==> config.mk <==
export PLATFORM = sky130hd
export DESIGN_NAME = systolic_mac_acc_flat
export DESIGN_NICKNAME = d
export VERILOG_FILES = /design/src/rtl/systolic_mac_acc_pkg.sv /design/src/rtl/systolic_mac_acc_if.sv /design/src/rtl/systolic_mac_acc_lane_dot.sv /design/src/rtl/systolic_mac_acc.sv /design/src/flat_wrapper.sv
export SDC_FILE = /design/constraint.sdc
export NUM_CORES = 1
export LEC_CHECK = 0
export ABC_AREA = 1
export ABC_CLOCK_PERIOD_IN_PS = 7000
export CAP_MARGIN = 30
export CORE_MARGIN = 10
export CORE_UTILIZATION = 42
export CTS_CLUSTER_SIZE = 25
export DETAILED_ROUTE_END_ITERATION = 7
export PLACE_DENSITY = 0.59
export SYNTH_ARGS = -nofsm -noshare
export SYNTH_HDL_FRONTEND = slang
export SYNTH_HIERARCHICAL = 1
export SYNTH_SLANG_ARGS = --single-unit
==> constraint.sdc <==
create_clock -name clk -period 7 [get_ports clk]
set_input_delay 0.7 -clock clk [delete_from_list [all_inputs] [get_ports clk]]
set_output_delay 0.7 -clock clk [all_outputs]
set_load 0.01 [all_outputs]
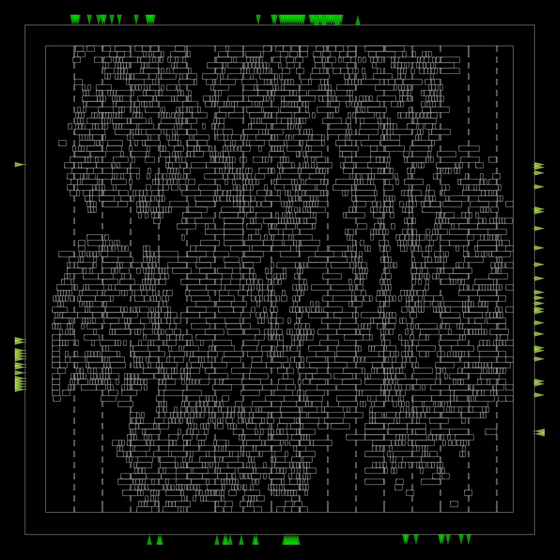
*Placement view, run 1*
Layout Utilization: 0.471
Seq/total area: 0.231
row cnt: 84
FF+latch count: 228

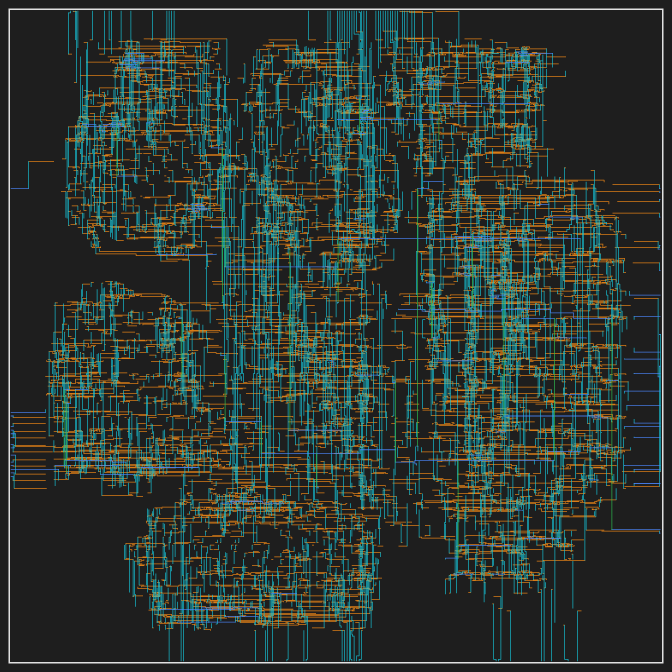
*Signal wires by layer, run 1*
Key: M4 = green [wire length 742 um]; M2 = cyan [wire length 25.2 mm]; M1 = orange [wire length 21.4 mm]; M3 = blue [wire length 1380 um]
overall routing resource usage: 0.159
final wirelength: 48800 um
vias: 16800
WL/cell: 13.7 um

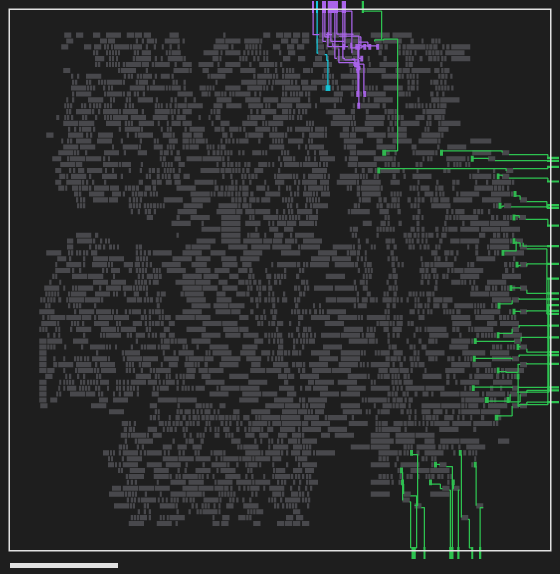
*Wires at chosen ports, followed through buffers, run 1*
Bar = 50 um.
Key: acc_len = purple [bits 10, direction input, edge top, end cells 12, buffers 10, wire 343 um]; bus_DI_valid = cyan [bits 1, direction input, edge top, end cells 1, buffers 1, wire 37.5 um]; bus_res_data = green [bits 32, direction output, edge 23 right, 8 bottom, 1 top, end cells 32, buffers 32, wire 1120 um]
IO buf count: 114
# IOs: 115

==> results.ini, run 1 <==
[global_route]
grt_pass1_wl_um=84500
antenna_found_initial=0
grt_pass1_vias=17700
top_usage_layer=met2
grt.met1_usage=0.196
overflow=0
globalRouteMet2Util=0.295
grtUsageMet3=0.0135
grt_start_max_net_pins=90

[cells_and_area]
lay_top_cells=nand2_1 (763), inv_1 (658), fa_1 (254)
final_area_sq_mm=0.0247
areaGrowthSynthToFinish_pct=11.4
layout_top_cell=nand2_1
diodes=0
final_cells=3560
fin_nets=3361
drive_gt1_frac=0.0265

[power_and_ir_drop]
p_per_area_mw_per_mm2=462
total_power_uw=11400
power.ir.vdd_worst_uv=352
leakagePower_uw=0.0139

[logic_synthesis]
top_cell=nand2_1
synthXorXnorAreaFrac=0.0320
synth.avg_cell_area_sq_um=7.91
top_logic_kind=adder cells
synth_cells=2798
yosys_warnings=6
syn-num-nets=3303
synth-adder-area-share=0.326
simple_gate_area_frac=0.198
yosys_cells=2798
yosys.stat.seqShare=0.258
top_cells_by_count=nand2_1 (763), inv_1 (658), fa_1 (254)
ys_seq_elements=228
synth_area_sq_mm=0.0221
top_area_cell=dfrtp_1
ys_top_cells_by_area=dfrtp_1 (26%), fa_1 (23%), nand2_1 (13%)
ys_sh_aoi=0.0577
async_reset_ff_frac=1.00
synthFlopType=dfrtp_1
synthMuxAreaShare=0
top_area_frac=0.258
synth.distinct_cells=38
edf_count=0
ys_chip_area_sq_mm=0.0221

[setup_path]
end_kind=register
start_kind=primary input
path_class=primary input to register
reg2reg_depth=16
regToRegSetupSlack_ns=2.63
cp.arrival_ns=4.95
critPathMaxFanout=8
critPathRequiredTime_ns=7.42

[hold_path]
hold_path_class=primary input to async pin

[floorplan]
die_x_um=250
fp_util=0.423
die_y_um=250
die-area_sq_mm=0.0623
core_sq_mm=0.0523

[timing]
finalHoldViolations=0
fin_setup_tns_ns=0
clock.fmax_mhz=221
setup_viol_count_final=0
post-route-min-period_ns=4.52
holdWs_ns=0.159
finalWorstSetupSlack_ns=2.48
min_period_over_period=0.646
maxSlewHeadroom=0.403
worst_pin_slew_ns=0.896
slew_violations=0
rsz0062_at_grt=false
fin_skew_ns=0.0177

[place]
dp_hpwl_um=40700
place_area_sq_mm=0.0238
gp_congestion=0.921
pre_cts_slack_ns=1.91
dp_cells=3517

[route]
drt_iter0_drc=939
remaining_drc_errors=0
firstDrtPassIters=5
met1_length_um=21400
drt-vias-per-instance=4.71
routed-wl-met2_um=25200
highest_layer=met4
routed-wl-met3_um=1380
final_antenna_net_count=0

[run]
maxCapViolations=0
warnings=27

[clock_network]
post-cts-setup-buffers=0
cts_root_buffer=clkbuf_16
cts.sink_count=228
cts_max_level=1
cts-resized-gates=0
clk_latency_ns=0.54
clockBufferDepth=3
cts.clk_slew.worst_paths_ns=0.07
cts_tree=yes
hold_buffers=0
numCtsBuffers=25

[run_status]
run_status=complete, no violations

==> run 1: critical path, stage by stage <==
cell and delay, ns:
clkdlybuf4s50_1 0.67, nand2_1 0.20, fa_1 0.75, inv_1 0.10
fa_1 0.51, inv_1 0.05, fa_1 0.50, inv_1 0.05
fa_1 0.47, ha_1 0.38, nand2_1 0.09, nor2_1 0.13
nand3_1 0.09, nand3_1 0.10, inv_1 0.05, nand2_1 0.05
nand2_1 0.04
==> run 1: cell type report <==
type	count	area, sq um
inverter	659	2470
tap	688	861
clock inverter	12	129
fill	5136	27700
timing repair buffer	119	1200
clock buffer	31	698
sequential	228	5710
multi-input combinational	1823	13600
==> run 1: power by group <==
part	switching [uW]	total, uW	internal [uW]
combinational	4730	7790	3050
sequential	313	2290	1980
clock	541	1320	781
### Cells by drive strength, run 1

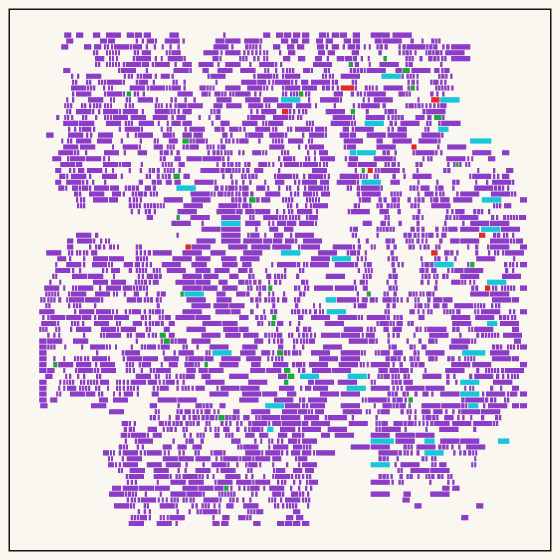

## Run 2: what changed since run 1
--- a/config.mk
+++ b/config.mk
@@ -6,13 +6,13 @@
 export NUM_CORES = 1
 export LEC_CHECK = 0
 export ABC_AREA = 1
-export ABC_CLOCK_PERIOD_IN_PS = 7000
+export ABC_CLOCK_PERIOD_IN_PS = 3940
 export CAP_MARGIN = 30
 export CORE_MARGIN = 10
 export CORE_UTILIZATION = 42
 export CTS_CLUSTER_SIZE = 25
 export DETAILED_ROUTE_END_ITERATION = 7
-export PLACE_DENSITY = 0.59
+export PLACE_DENSITY = 0.61
 export SYNTH_ARGS = -nofsm -noshare
 export SYNTH_HDL_FRONTEND = slang
 export SYNTH_HIERARCHICAL = 1
==> constraint.sdc (replaced) <==
create_clock -name clk -period 3.94 [get_ports clk]
set_input_delay 0.394 -clock clk [delete_from_list [all_inputs] [get_ports clk]]
set_output_delay 0.394 -clock clk [all_outputs]
set_load 0.01 [all_outputs]
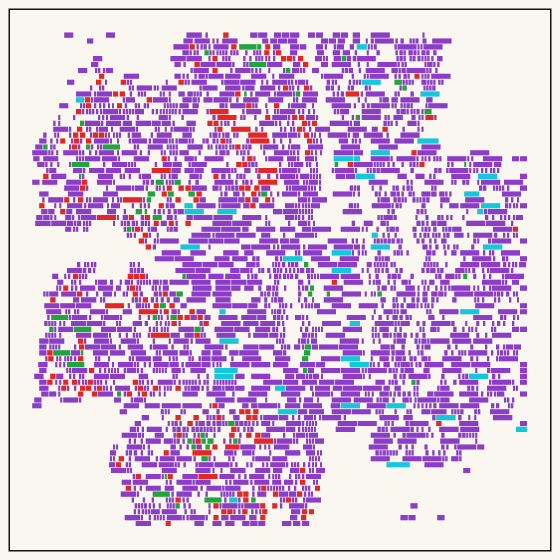
*Cells by drive strength, run 2*
Key: x3 and x4 = red [cells 206, share 6.7%]; x1 and smaller = purple [cells 2744, share 90%]; x2 = green [cells 69, share 2.3%]; x6 and larger = cyan [cells 40, share 1.3%]
post-route cell area: 0.0264 sq mm
area delta synth->final: 19.4%
final worst setup slack: 0.126 ns
Buffers, non-clock: 304

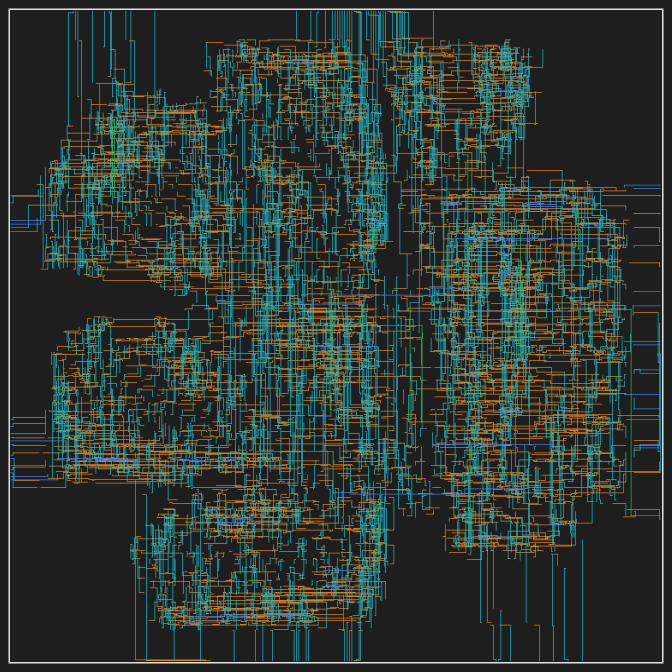
*Signal wires by layer, run 2*
Key: M2 = cyan [wire length 26.3 mm]; M3 = blue [wire length 1510 um]; M4 = green [wire length 802 um]; M1 = orange [wire length 22.0 mm]
WL/cell: 13.5 um
final wirelength: 50500 um
vias: 17600
overall routing resource usage: 0.163

==> run 2 against run 1 <==
  * Die size did not move
  * Clock-buffer cell count rose by 2
  * Highest routed layer unchanged
  * Via count rose by 4.8%
  * Global-route usage up 0.47 points
  * Core utilization grew 3.4 points
  * Total power grew 94%
  * Combinational power rose by 100%
  * Critical path depth up 3
  * First-iteration DRC count shrank 7.6%
  * Non-clock buffer count increased by 185
  * Hold slack better by 0.19 ns
  * Largest power group unchanged
==> results.ini, run 2 <==
[global_route]
grt_start_max_net_pins=131  ; +46%
grt_pass1_vias=18500  ; +4.6%
globalRouteMet2Util=0.301  ; +0.00637
top_usage_layer=met2
grt_pass1_wl_um=87200  ; +3.3%
antenna_found_initial=0  ; unchanged
grt.met1_usage=0.202  ; +0.00603

[timing]
min_period_over_period=0.968
worst_pin_slew_ns=0.971  ; +0.0753 ns
clock.fmax_mhz=262
post-route-min-period_ns=3.81
fin_setup_tns_ns=0  ; unchanged
maxSlewHeadroom=0.353  ; -0.0502
rsz0062_at_grt=true

[run_status]
run_status=complete, no violations

[clock_network]
numCtsBuffers=25  ; unchanged
cts_max_level=1  ; unchanged
cts.clk_slew.worst_paths_ns=0.06  ; about the same
clockBufferDepth=3  ; unchanged
cts.sink_count=228  ; unchanged
cts_tree=yes

[setup_path]
cp.arrival_ns=4.25  ; -0.70 ns
reg2reg_depth=13  ; -3
start_kind=primary input
path_buffers=6  ; +1
max_stage_delay_ns=0.55  ; -0.20 ns
path_depth=20  ; +3
crit_family=adder cells
worstPathCellList=clkdlybuf4s50_1, buf_4, nand2_1, fa_2, inv_1, fa_1, fa_1, inv_1, fa_1, inv_1, ha_1, nand2_1, nand2_2, nand2_1, nand2_1, nand2_1, nand3_1, inv_1, nand2_1, nand2_1
critPathRequiredTime_ns=4.38  ; -3.04 ns

[logic_synthesis]
top_area_frac=0.258  ; unchanged
synthFlopType=dfrtp_1
synthMuxAreaShare=0  ; unchanged
top_cells_by_count=nand2_1 (763), inv_1 (658), fa_1 (254)
top_area_cell=dfrtp_1
edf_count=0  ; unchanged
ys_chip_area_sq_mm=0.0221  ; unchanged
ys_sh_aoi=0.0577  ; unchanged
syn-num-nets=3303  ; unchanged
top_logic_kind=adder cells
simple_gate_area_frac=0.198  ; unchanged
synth.avg_cell_area_sq_um=7.91  ; unchanged
async_reset_ff_frac=1.00  ; unchanged
ys_top_cells_by_area=dfrtp_1 (26%), fa_1 (23%), nand2_1 (13%)

[cells_and_area]
flop_area_sq_mm=0.00571  ; unchanged
n_fill_cell=5015  ; -2.4%
nMultiInputCombCells=1823  ; unchanged
fin_util=0.505  ; +0.0339
comb_area_share=0.526  ; -0.0251
comb_area_sq_mm=0.0139  ; +2.3%
lay_top_cells=nand2_1 (757), inv_1 (653), fa_1 (244)
n_clock_buffer=33  ; +6.5%

[route]
drt-vias-per-instance=4.69  ; -0.42%

[power_and_ir_drop]
swShare=0.474  ; -0.0158
pwr-share-comb=0.710  ; +0.027
internal_power_uw=11700  ; +100%
switchingPower_uw=10500  ; +88%
leakagePower_uw=0.0150  ; +7.9%
clkPwrFrac=0.106  ; -0.010
power_leader=combinational logic

[floorplan]
ios=115  ; unchanged
core_sq_mm=0.0523  ; unchanged
fp_util=0.423  ; unchanged
nWellTaps=688  ; unchanged
die_x_um=250  ; unchanged

[place]
numPortBuffers=114  ; unchanged
dp_cells=3697  ; +5.1%
pre_cts_slack_ns=-0.634  ; -2.54 ns

run 2: cell counts after synthesis:
No cell type changed its count.
run 2: kinds of logic (layout without fill, tap and decap cells):
kind of cell | after synthesis | after routing
AND/OR/NAND/NOR | 1083 | 1083
buffers and inverters | 747 | 1008
adder cells (fa/ha/maj) | 425 | 425
AND-OR/OR-AND | 234 | 234
flip-flops | 228 | 228
XOR/XNOR | 81 | 81
run 2: per-layer routing:
metal,vias up,share of wire
met5,-,0
met3,57,0.030
met1,8494,0.43
met4,0,0.016
met2,270,0.52
li1,8771,-
run 2: what timing repair did:
action,4_1_cts,5_1_grt
buffers inserted,0,4
setup endpoints to repair,4,30
resized,5,88
pin swaps,2,14
hold buffers,1,0
hold endpoints to repair,21,0
Power and IR drop assume default switching activity.
